$ cat config.mk
export PLATFORM = sky130hd
export DESIGN_NAME = mult_div_unit_flat
export DESIGN_NICKNAME = d
export VERILOG_FILES = /design/src/rtl/mult_div_unit_pkg.sv /design/src/rtl/mult_div_unit_if.sv /design/src/rtl/mult_div_unit_step.sv /design/src/rtl/mult_div_unit.sv /design/src/flat_wrapper.sv
export SDC_FILE = /design/constraint.sdc
export NUM_CORES = 1
export LEC_CHECK = 0
export CAP_MARGIN = 20
export CORE_MARGIN = 3
export CORE_UTILIZATION = 35
export DETAILED_ROUTE_END_ITERATION = 12
export HOLD_SLACK_MARGIN = 0.05
export PLACE_DENSITY = 0.65
export SLEW_MARGIN = 20
export SYNTH_ARGS = -nofsm -noshare
export SYNTH_HDL_FRONTEND = slang
export SYNTH_HIERARCHICAL = 1
export SYNTH_SLANG_ARGS = --single-unit
$ cat constraint.sdc
create_clock -name clk -period 2.97 [get_ports clk]
set_input_delay 0.4455 -clock clk [delete_from_list [all_inputs] [get_ports clk]]
set_output_delay 0.4455 -clock clk [all_outputs]
set_load 0.05 [all_outputs]
$ cat src/rtl/mult_div_unit_pkg.sv
// Shared encodings for the multiply/divide unit and the ripple ALU it drives.
package mdu_pkg;

  localparam logic OP_MULTU = 1'b0;
  localparam logic OP_DIVU  = 1'b1;

  localparam logic [2:0] ALUOP_AND = 3'b000;
  localparam logic [2:0] ALUOP_OR  = 3'b001;
  localparam logic [2:0] ALUOP_ADD = 3'b010;
  localparam logic [2:0] ALUOP_SUB = 3'b110;
  localparam logic [2:0] ALUOP_SLT = 3'b111;

  typedef enum logic [1:0] {
    ST_IDLE,
    ST_RUN,
    ST_DONE
  } state_t;

endpackage

$ cat src/rtl/mult_div_unit_if.sv
// Pipeline-controller side of the multiply/divide unit: start/busy/done plus operands and HI/LO.
interface mult_div_unit_if #(
  parameter int unsigned WIDTH = 32
);
  logic             start;
  logic             op;
  logic [WIDTH-1:0] a;
  logic [WIDTH-1:0] b;
  logic             busy;
  logic             done;
  logic             div_by_zero;
  logic [WIDTH-1:0] hi;
  logic [WIDTH-1:0] lo;

  modport master (
    output start, op, a, b,
    input  busy, done, div_by_zero, hi, lo
  );

  modport slave (
    input  start, op, a, b,
    output busy, done, div_by_zero, hi, lo
  );
endinterface

$ cat src/rtl/mult_div_unit_step.sv
// One shift-add (MULTU) or restoring-subtract (DIVU) iteration of the {hi,lo} pair.
module mdu_step
  import mdu_pkg::*;
#(
  parameter int unsigned WIDTH = 32
) (
  input  logic             i_op,
  input  logic [WIDTH-1:0] i_hi,
  input  logic [WIDTH-1:0] i_lo,
  input  logic [WIDTH-1:0] i_alu_result,
  input  logic             i_alu_cout,
  output logic [WIDTH-1:0] o_alu_a,
  output logic [WIDTH-1:0] o_hi,
  output logic [WIDTH-1:0] o_lo
);

  logic [WIDTH-1:0] w_rem;
  logic             w_t;

  assign w_rem   = {i_hi[WIDTH-2:0], i_lo[WIDTH-1]};
  assign w_t     = i_hi[WIDTH-1];
  assign o_alu_a = (i_op == OP_DIVU) ? w_rem : i_hi;

  always_comb begin
    o_hi = i_hi;
    o_lo = i_lo;
    if (i_op == OP_DIVU) begin
      // a bit shifted out of hi means the true remainder already exceeds the divisor
      if (w_t | i_alu_cout) begin
        o_hi = i_alu_result;
        o_lo = {i_lo[WIDTH-2:0], 1'b1};
      end else begin
        o_hi = w_rem;
        o_lo = {i_lo[WIDTH-2:0], 1'b0};
      end
    end else begin
      if (i_lo[0]) begin
        {o_hi, o_lo} = {i_alu_cout, i_alu_result, i_lo[WIDTH-1:1]};
      end else begin
        {o_hi, o_lo} = {1'b0, i_hi, i_lo[WIDTH-1:1]};
      end
    end
  end

endmodule

$ cat src/rtl/mult_div_unit.sv
// Multi-cycle MULTU/DIVU unit; every iteration borrows the shared ripple ALU for its add/subtract.
module mult_div_unit
  import mdu_pkg::*;
#(
  parameter int unsigned WIDTH = 32
) (
  input  logic             clk,
  input  logic             reset,
  mult_div_unit_if.slave   bus,
  output logic [WIDTH-1:0] alu_a,
  output logic [WIDTH-1:0] alu_b,
  output logic [2:0]       alu_aluop,
  input  logic [WIDTH-1:0] alu_result,
  input  logic             alu_cout
);

  localparam int unsigned CW = (WIDTH > 1) ? $clog2(WIDTH) : 1;

  state_t           r_state;
  state_t           w_next;
  logic [WIDTH-1:0] r_hi;
  logic [WIDTH-1:0] r_lo;
  logic [WIDTH-1:0] r_opnd;
  logic             r_op;
  logic             r_dbz;
  logic [CW-1:0]    r_count;

  logic             w_accept;
  logic             w_div0;
  logic             w_last;
  logic [WIDTH-1:0] w_step_alu_a;
  logic [WIDTH-1:0] w_next_hi;
  logic [WIDTH-1:0] w_next_lo;

  assign w_accept = (r_state == ST_IDLE) && bus.start;
  assign w_div0   = (bus.op == OP_DIVU) && (bus.b == '0);
  assign w_last   = (r_count == CW'(WIDTH - 1));

  mdu_step #(.WIDTH(WIDTH)) u_step (
    .i_op         (r_op),
    .i_hi         (r_hi),
    .i_lo         (r_lo),
    .i_alu_result (alu_result),
    .i_alu_cout   (alu_cout),
    .o_alu_a      (w_step_alu_a),
    .o_hi         (w_next_hi),
    .o_lo         (w_next_lo)
  );

  always_ff @(posedge clk or posedge reset) begin
    if (reset) r_state <= ST_IDLE;
    else       r_state <= w_next;
  end

  always_comb begin
    w_next    = r_state;
    bus.busy  = 1'b0;
    bus.done  = 1'b0;
    alu_a     = '0;
    alu_b     = '0;
    alu_aluop = ALUOP_ADD;
    case (r_state)
      ST_IDLE: begin
        if (bus.start) w_next = w_div0 ? ST_DONE : ST_RUN;
      end
      ST_RUN: begin
        bus.busy  = 1'b1;
        alu_a     = w_step_alu_a;
        alu_b     = r_opnd;
        alu_aluop = (r_op == OP_DIVU) ? ALUOP_SUB : ALUOP_ADD;
        if (w_last) w_next = ST_DONE;
      end
      ST_DONE: begin
        bus.done = 1'b1;
        w_next   = ST_IDLE;
      end
      default: w_next = ST_IDLE;
    endcase
  end

  always_ff @(posedge clk or posedge reset) begin
    if (reset) begin
      r_hi    <= '0;
      r_lo    <= '0;
      r_opnd  <= '0;
      r_op    <= OP_MULTU;
      r_dbz   <= 1'b0;
      r_count <= '0;
    end else if (w_accept) begin
      r_count <= '0;
      r_op    <= bus.op;
      r_opnd  <= bus.b;
      if (w_div0) begin
        r_hi  <= bus.a;
        r_lo  <= '1;
        r_dbz <= 1'b1;
      end else begin
        r_hi  <= '0;
        r_lo  <= bus.a;
        r_dbz <= 1'b0;
      end
    end else if (r_state == ST_RUN) begin
      r_hi    <= w_next_hi;
      r_lo    <= w_next_lo;
      r_count <= r_count + 1'b1;
    end
  end

  assign bus.hi          = r_hi;
  assign bus.lo          = r_lo;
  assign bus.div_by_zero = r_dbz;

endmodule

$ cat src/flat_wrapper.sv
// flat-port wrapper written by rule: the top's interface ports become plain ports
module mult_div_unit_flat import mdu_pkg::*;
#(
  parameter int unsigned WIDTH = 32
)
  (clk, reset, alu_a, alu_b, alu_aluop, alu_result, alu_cout, bus_start, bus_op, bus_a, bus_b, bus_busy, bus_done, bus_div_by_zero, bus_hi, bus_lo);
  mult_div_unit_if #(.WIDTH(WIDTH)) bus_i ();
  input  logic clk;
  input  logic reset;
  output logic [WIDTH-1:0] alu_a;
  output logic [WIDTH-1:0] alu_b;
  output logic [2:0] alu_aluop;
  input  logic [WIDTH-1:0] alu_result;
  input  logic alu_cout;
  input wire logic [$bits(bus_i.start)-1:0] bus_start;
  input wire logic [$bits(bus_i.op)-1:0] bus_op;
  input wire logic [$bits(bus_i.a)-1:0] bus_a;
  input wire logic [$bits(bus_i.b)-1:0] bus_b;
  output wire logic [$bits(bus_i.busy)-1:0] bus_busy;
  output wire logic [$bits(bus_i.done)-1:0] bus_done;
  output wire logic [$bits(bus_i.div_by_zero)-1:0] bus_div_by_zero;
  output wire logic [$bits(bus_i.hi)-1:0] bus_hi;
  output wire logic [$bits(bus_i.lo)-1:0] bus_lo;
  assign bus_i.start = bus_start;
  assign bus_i.op = bus_op;
  assign bus_i.a = bus_a;
  assign bus_i.b = bus_b;
  assign bus_busy = bus_i.busy;
  assign bus_done = bus_i.done;
  assign bus_div_by_zero = bus_i.div_by_zero;
  assign bus_hi = bus_i.hi;
  assign bus_lo = bus_i.lo;
  mult_div_unit #(.WIDTH(WIDTH)) u_core (.clk(clk), .reset(reset), .bus(bus_i), .alu_a(alu_a), .alu_b(alu_b), .alu_aluop(alu_aluop), .alu_result(alu_result), .alu_cout(alu_cout));
endmodule
**Run 1: routing congestion map**

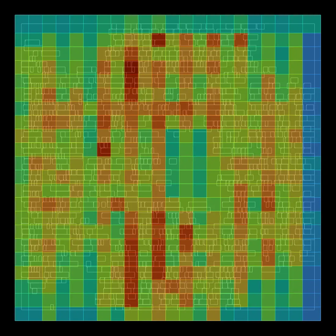
GR Util All Layers: 0.1928
grt met2 use: 0.3032
met1 usage: 0.2598

**Run 1: I/O pins on the die edge**

(3 px per µm) Pins as bars across the die edge, other pins in gray.
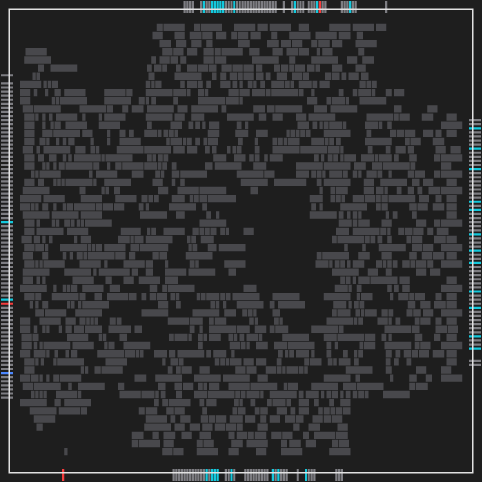
alu_aluop -> red  # pins 3, direction output, edge 1 north, 1 south, 1 west
reset -> blue  # pins 1, direction input, edge west
bus_a -> cyan  # pins 32, direction input, edge 12 east, 10 north, 8 south, 2 west
Die H: 154.0 µm
chip width: 154.0 µm
Port-buffer cells: 232

**Run 1: wiring heat map**

(2 px per µm) The die is cut into 31 by 31 equal tiles; dark blue is low, red is high, scaled to the fullest tile. Values are wire area over tile area, all layers added.
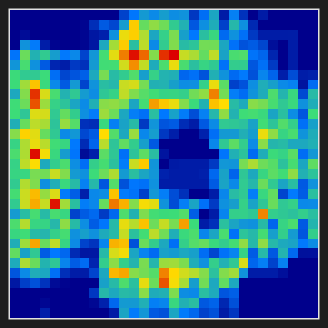
tiles over half the peak = 24%
fullest tile = 0.48
nearly empty tiles = 14%
mean over tiles = 0.16
vias post-DR: 7139
Total Wirelength: 23.79 mm
WL/cell: 17.37 µm

==> run_results.csv, run 1 <==
group,metric,value,unit
run_status,status,"finished, final reports clean",
yosys,ys_sh_aoi,0.2342,
critical_path,rrSetupSlack,1.08,ns
yosys,flop_cell,"dfrtp_1",
grt,antenna_found_initial,0,
sta,setup_viol,0,
drt,drtIter0Drc,350,
yosys,ys_cells,911,
clock_network,cts_sinks,105,
critical_path,required,2.52,ns
yosys,synthArstFlopShare,1.000,
sta,period_used_share,0.7728,
yosys,mux_area_frac,0.1354,
grt,grt_max_degree,71,
critical_path,worstSetupPathType,"flip-flop to output pin",
clock_network,cts_hold_buf,0,
critical_path,endpoint_kind,"output pin",
critical_path,start_kind,"flip-flop",
sta,rsz0062_at_grt,"false",
place,dp.cells,1356,
yosys,synthCells,911,
yosys,yosysMostFrequentCell,"a21oi_1",
clock_network,post_cts_resized,0,
run,cap_violations,0,
sta,slew_violations,0,
floorplan,io_pins,235,
yosys,ys_ff,105,
yosys,yosys.cell_types.count,41,
sta,slew_headroom,0.3698,
sta,fmax,435.7,MHz
floorplan,fp_util,0.3602,
floorplan,std_cell_rows,53,
grt,grt_pass1_wl,37.81,mm
finish,fin_cells,1370,
floorplan,core,21290,µm²
clock_network,cts_tree,"built",
yosys,top_area_cell,"dfrtp_1",
sta,period_needed,2.295,ns
sta,hold_viol,0,
clock_network,clockBufferDepth,2,
sta,fin_tns_setup,0,ns
sta,setup_slack,0.6749,ns
grt,first_global_vias,6750,
place,dp_slack,0.5015,ns
yosys,fa_ha_area_frac,0.003264,
drt,via_per_inst,5.211,
clock_network,clk_pin_slew,0.07,ns
finish,drive_above_1_share,0.2055,
finish,area_growth,44.76,%
clock_network,htree_levels,3,
drt,first_pass_iters,5,
clock_network,cts_made_buffers,9,
finish,antenna_cells,0,
clock_network,cts_root_buffer,"clkbuf_16",
yosys,syn_avg_cell_area,8.416,µm²
yosys,synth_nets,1014,
yosys,synth_area,7667,µm²
clock_network,cts_setup_buffers,0,
drt,ant_nets,0,
finish,final_nets,1195,
drt,drt_drc_violations_left,0,
yosys,simple_gate_area_frac,0.2082,
critical_path,path_max_fanout,67,
yosys,ys_sh_xor,0,
place,dp_hpwl,16.34,mm
yosys,postSynthSeqShare,0.3427,
## run 1: per-layer routing
metal | part of all wire | vias up | wire (µm) | GRT usage
met5 | 0 | - | 0 | 0
met4 | 0.0082 | 0 | 195 | 0.02986
met3 | 0.077 | 14 | 1832 | 0.07149
met2 | 0.46 | 202 | 10870 | 0.3032
met1 | 0.46 | 3385 | 10900 | 0.2598
li1 | - | 3538 | - | -
## run 1: worst max-delay path, stage by stage, from the launching register on
cell and delay (ns):
dfrtp_4 0.46, buf_12 0.29, mux2_2 0.37, and2_1 0.16
buf_12 0.15
## run 1: area by class of cell
type | count | area, µm² | area share
clock buffers | 10 | 229.0 | 0.02063
clock inverters | 4 | 47.55 | 0.004284
inverters | 34 | 131.4 | 0.01184
multi-input cells | 689 | 4486 | 0.4041
flip-flops and latches | 105 | 2634 | 0.2373
well taps | 275 | 344.1 | 0.03100
repair buffers | 253 | 3228 | 0.2908
## run 1: metrics by stage
| step | hold slack (ns) | util |
|---|---|---|
| 6_report | 0.4652 | 0.5214 |
| 5_1_grt | 0.4848 | 0.5214 |
| 4_1_cts | 0.4729 | 0.5214 |
| 3_5_place_dp | 0.4546 | 0.5084 |
| 3_3_place_gp | 0.4494 | 0.5084 |
| 2_1_floorplan | 0.4374 | - |
## run 1: cell usage in the layout, fill, tap and decap left out, drive strengths merged, types with 2 or more instances in the layout
master and instances:
clkdlybuf4s50 166, a21oi 128, nand2 107, dfrtp 105, buf 87, nor2 70, and2 65, a211oi 63
mux2 62, o21ai 37, mux2i 34, nor3 34, inv 33, o22ai 32, nor2b 29, clkbuf 10
nor4 5, nand3 3, and2b 3, clkinv 2, clkinvlp 2, a22o 2, ha 2, conb 2
and3 2, nand4 2
## run 1: state kept, by name (all words and copies together), names as in the netlist
signal,count
u_core/r_op,1
u_core/bus.div_by_zero,1
u_core/r_state,2
u_core/bus.hi,32
u_core/r_opnd,32
u_core/bus.lo,32
u_core/r_count,5
## run 1: final timing paths
| check | from | depth (start not counted) | to |
|---|---|---|---|
| max | u_core/r_op$_DFFE_PP0P_ | 4 | alu_a[17] |
| min | u_core/r_opnd[5]$_DFFE_PP0P_ | 2 | u_core/r_opnd[5]$_DFFE_PP0P_ |
| max reg2reg | u_core/bus.lo[0]$_DFFE_PP0P_ | 6 | u_core/bus.hi[14]$_DFFE_PP0P_ |
| min reg2reg | u_core/r_opnd[5]$_DFFE_PP0P_ | 2 | u_core/r_opnd[5]$_DFFE_PP0P_ |
| max in group asynchronous | reset | 3 | u_core/bus.lo[0]$_DFFE_PP0P_ |
| min in group asynchronous | reset | 2 | u_core/r_opnd[21]$_DFFE_PP0P_ |
==> run 2, diff against run 1 <==
==> constraint.sdc (replaced) <==
create_clock -name clk -period 2.1 [get_ports clk]
set_input_delay 0.315 -clock clk [delete_from_list [all_inputs] [get_ports clk]]
set_output_delay 0.315 -clock clk [all_outputs]
set_load 0.05 [all_outputs]
==> run 2 against run 1 <==
Worst setup slack lost 0.63 ns; register-to-register slack lost 0.76 ns; non-clock buffer count grew 21; global-route usage grew 0.28 points; sequential share of layout area shrank 0.75 points; clock skew shrank 0.00059 ns; first-iteration DRC count grew 13%; largest cell class unchanged.
==> run_results.csv, run 2 <==
group,metric,value,unit
run_status,status,"finished, final reports clean",
drt,via_per_inst,5.278,
drt,first_pass_iters,5,
clock_network,clockBufferDepth,2,
finish,drive_above_1_share,0.2274,
sta,hold_viol,0,
critical_path,start_kind,"flip-flop",
yosys,top_area_cell,"dfrtp_1",
grt,grt_pass1_wl,38.41,mm
yosys,ys_cells,911,
floorplan,std_cell_rows,53,
yosys,syn_avg_cell_area,8.416,µm²
grt,antenna_found_initial,0,
critical_path,reg2reg_depth,8,
finish,area_growth,49.48,%
critical_path,worstSetupPathType,"flip-flop to output pin",
clock_network,htree_levels,3,
sta,period_needed,2.052,ns
place,port_buffers,232,
run,cap_violations,0,
critical_path,path_max_fanout,14,
floorplan,die_w,154.0,µm
yosys,synthArstFlopShare,1.000,
sta,slew_headroom,0.6266,
yosys,yosysMostFrequentCell,"a21oi_1",
grt,first_global_vias,6979,
yosys,yosys.cell_types.count,41,
sta,fin_tns_setup,0,ns
floorplan,die_h,154.0,µm
clock_network,cts_sinks,105,
sta,whs,0.3972,ns
sta,period_used_share,0.9774,
yosys,flop_cell,"dfrtp_1",
yosys,ys_ff,105,
grt,grt_max_degree,66,
critical_path,critPathSlowestCell,"dfrtp_4",
drt,drt_drc_violations_left,0,
sta,setup_viol,0,
finish,final_nets,1216,
finish,final_cell_mix,"clkdlybuf4s50_1 (162), a21oi_1 (128), nand2_1 (106)",
yosys,postSynthSeqShare,0.3427,
critical_path,crit_top_cell,"buf_12",
clock_network,cts_made_buffers,9,
sta,setup_slack,0.04753,ns
drt,drtIter0Drc,396,
floorplan,fp_util,0.3602,
critical_path,max_stage_delay,0.49,ns
run,log.warning_count,28,
drt,wl_per_cell,17.86,µm
floorplan,io_pins,235,
clock_network,cts_tree,"built",
place,dp_slack,-0.1520,ns
sta,fmax,487.2,MHz
yosys,synthCells,911,
sta,slew_violations,0,
drt,ant_nets,0,
critical_path,required,1.78,ns
critical_path,endpoint_kind,"output pin",
grt,track_usage,0.1956,
place,dp_hpwl,16.93,mm
sta,rsz0062_at_grt,"true",
clock_network,clk_pin_slew,0.07,ns
-- run 2: cell counts after synthesis --
Identical to the previous run, type by type.
-- run 2: path summary, 6_finish.rpt --
check | startpoint | endpoint | slack, ns
max | u_core/r_op$_DFFE_PP0P_ | alu_a[22] | 0.05
min | reset | u_core/bus.hi[3]$_DFFE_PP0P_ | 0.40
max reg2reg | u_core/r_op$_DFFE_PP0P_ | u_core/bus.lo[21]$_DFFE_PP0P_ | 0.32
min reg2reg | u_core/r_opnd[7]$_DFFE_PP0P_ | u_core/r_opnd[7]$_DFFE_PP0P_ | 0.47
max in group asynchronous | reset | u_core/bus.lo[31]$_DFFE_PP0P_ | 1.32
min in group clk | u_core/r_opnd[7]$_DFFE_PP0P_ | u_core/r_opnd[7]$_DFFE_PP0P_ | 0.47
-- run 2: kinds of logic (layout without fill, tap and decap cells) --
group | count (synthesis) | count (layout) | synth area share
AOI/OAI and AO/OA | 264 | 264 | 0.2342
and+or+nand+nor | 325 | 325 | 0.2082
muxes | 96 | 96 | 0.1354
DFF | 105 | 105 | 0.3427
other | 2 | 2 | 0.0009795
adders and majority gates | 2 | 2 | 0.003263
buffers and inverters | 117 | 323 | 0.07523
-- run 2: timing repair --
item,CTS,global route
resized,2,10
cloned,0,4
buffers inserted,2,4
endpoints found under the setup margin,32,65
-- run 2: area by class of cell --
cell class                 count  area [µm²]
clock buffer                  13       260.3
clock inverter                 2       15.01
fill                        1955        9826
inverter                      34       133.9
multi-input combinational    689        4501
sequential                   105        2634
tap                          275       344.1
timing repair buffer         274        3573
-- run 2: stage by stage --
stage          instances  cell area, µm²    util
2_1_floorplan        911            7672       -
3_3_place_gp        1367           11010  0.5171
3_5_place_dp        1367           11010  0.5171
4_1_cts             1384           11300  0.5311
5_1_grt             1392           11460  0.5384
6_report            1392           11460  0.5384
-- run 2: per-layer routing --
layer	vias to the layer above	wire [µm]	GRT usage
met4	0	309	0.03574
met3	19	2348	0.08190
met5	-	0	0
met1	3494	10630	0.2523
li1	3592	-	-
met2	242	11570	0.3114
-- run 2: worst max-delay path, delay by kind of cell (launching register included) --
family	cells	cell delay, ns
flip-flops	1	0.49
multiplexers	1	0.27
buffers and inverters	3	0.45
AND/OR/NAND/NOR	1	0.16
**Run 2: routing congestion map**

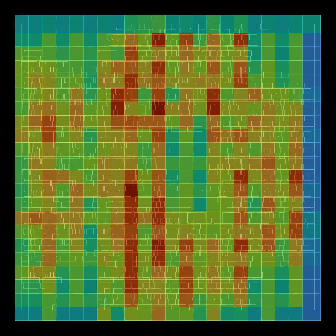
met1 usage: 0.2523
GRT Max-Usage Layer: met2
grt met2 use: 0.3114
post-layout util: 0.5384
met3 Use GR: 0.08190

**Run 2: signal wires on met2**

(3 px per µm)
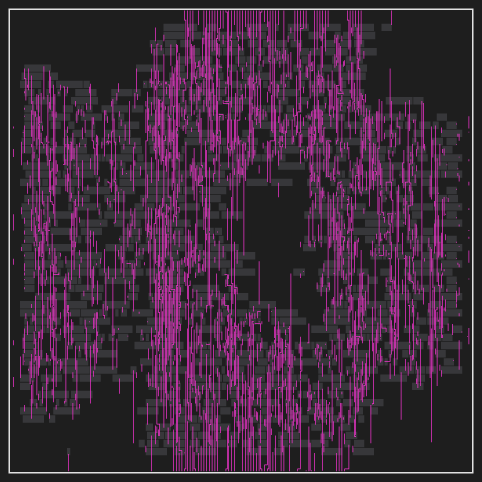
main direction = vertical
share of all routed wire = 47%
nets with wire on the layer = 983
longest straight run = 62.9 µm
wire length on this layer = 11600 µm
vias post-DR: 7347
Total Wirelength: 24.86 mm

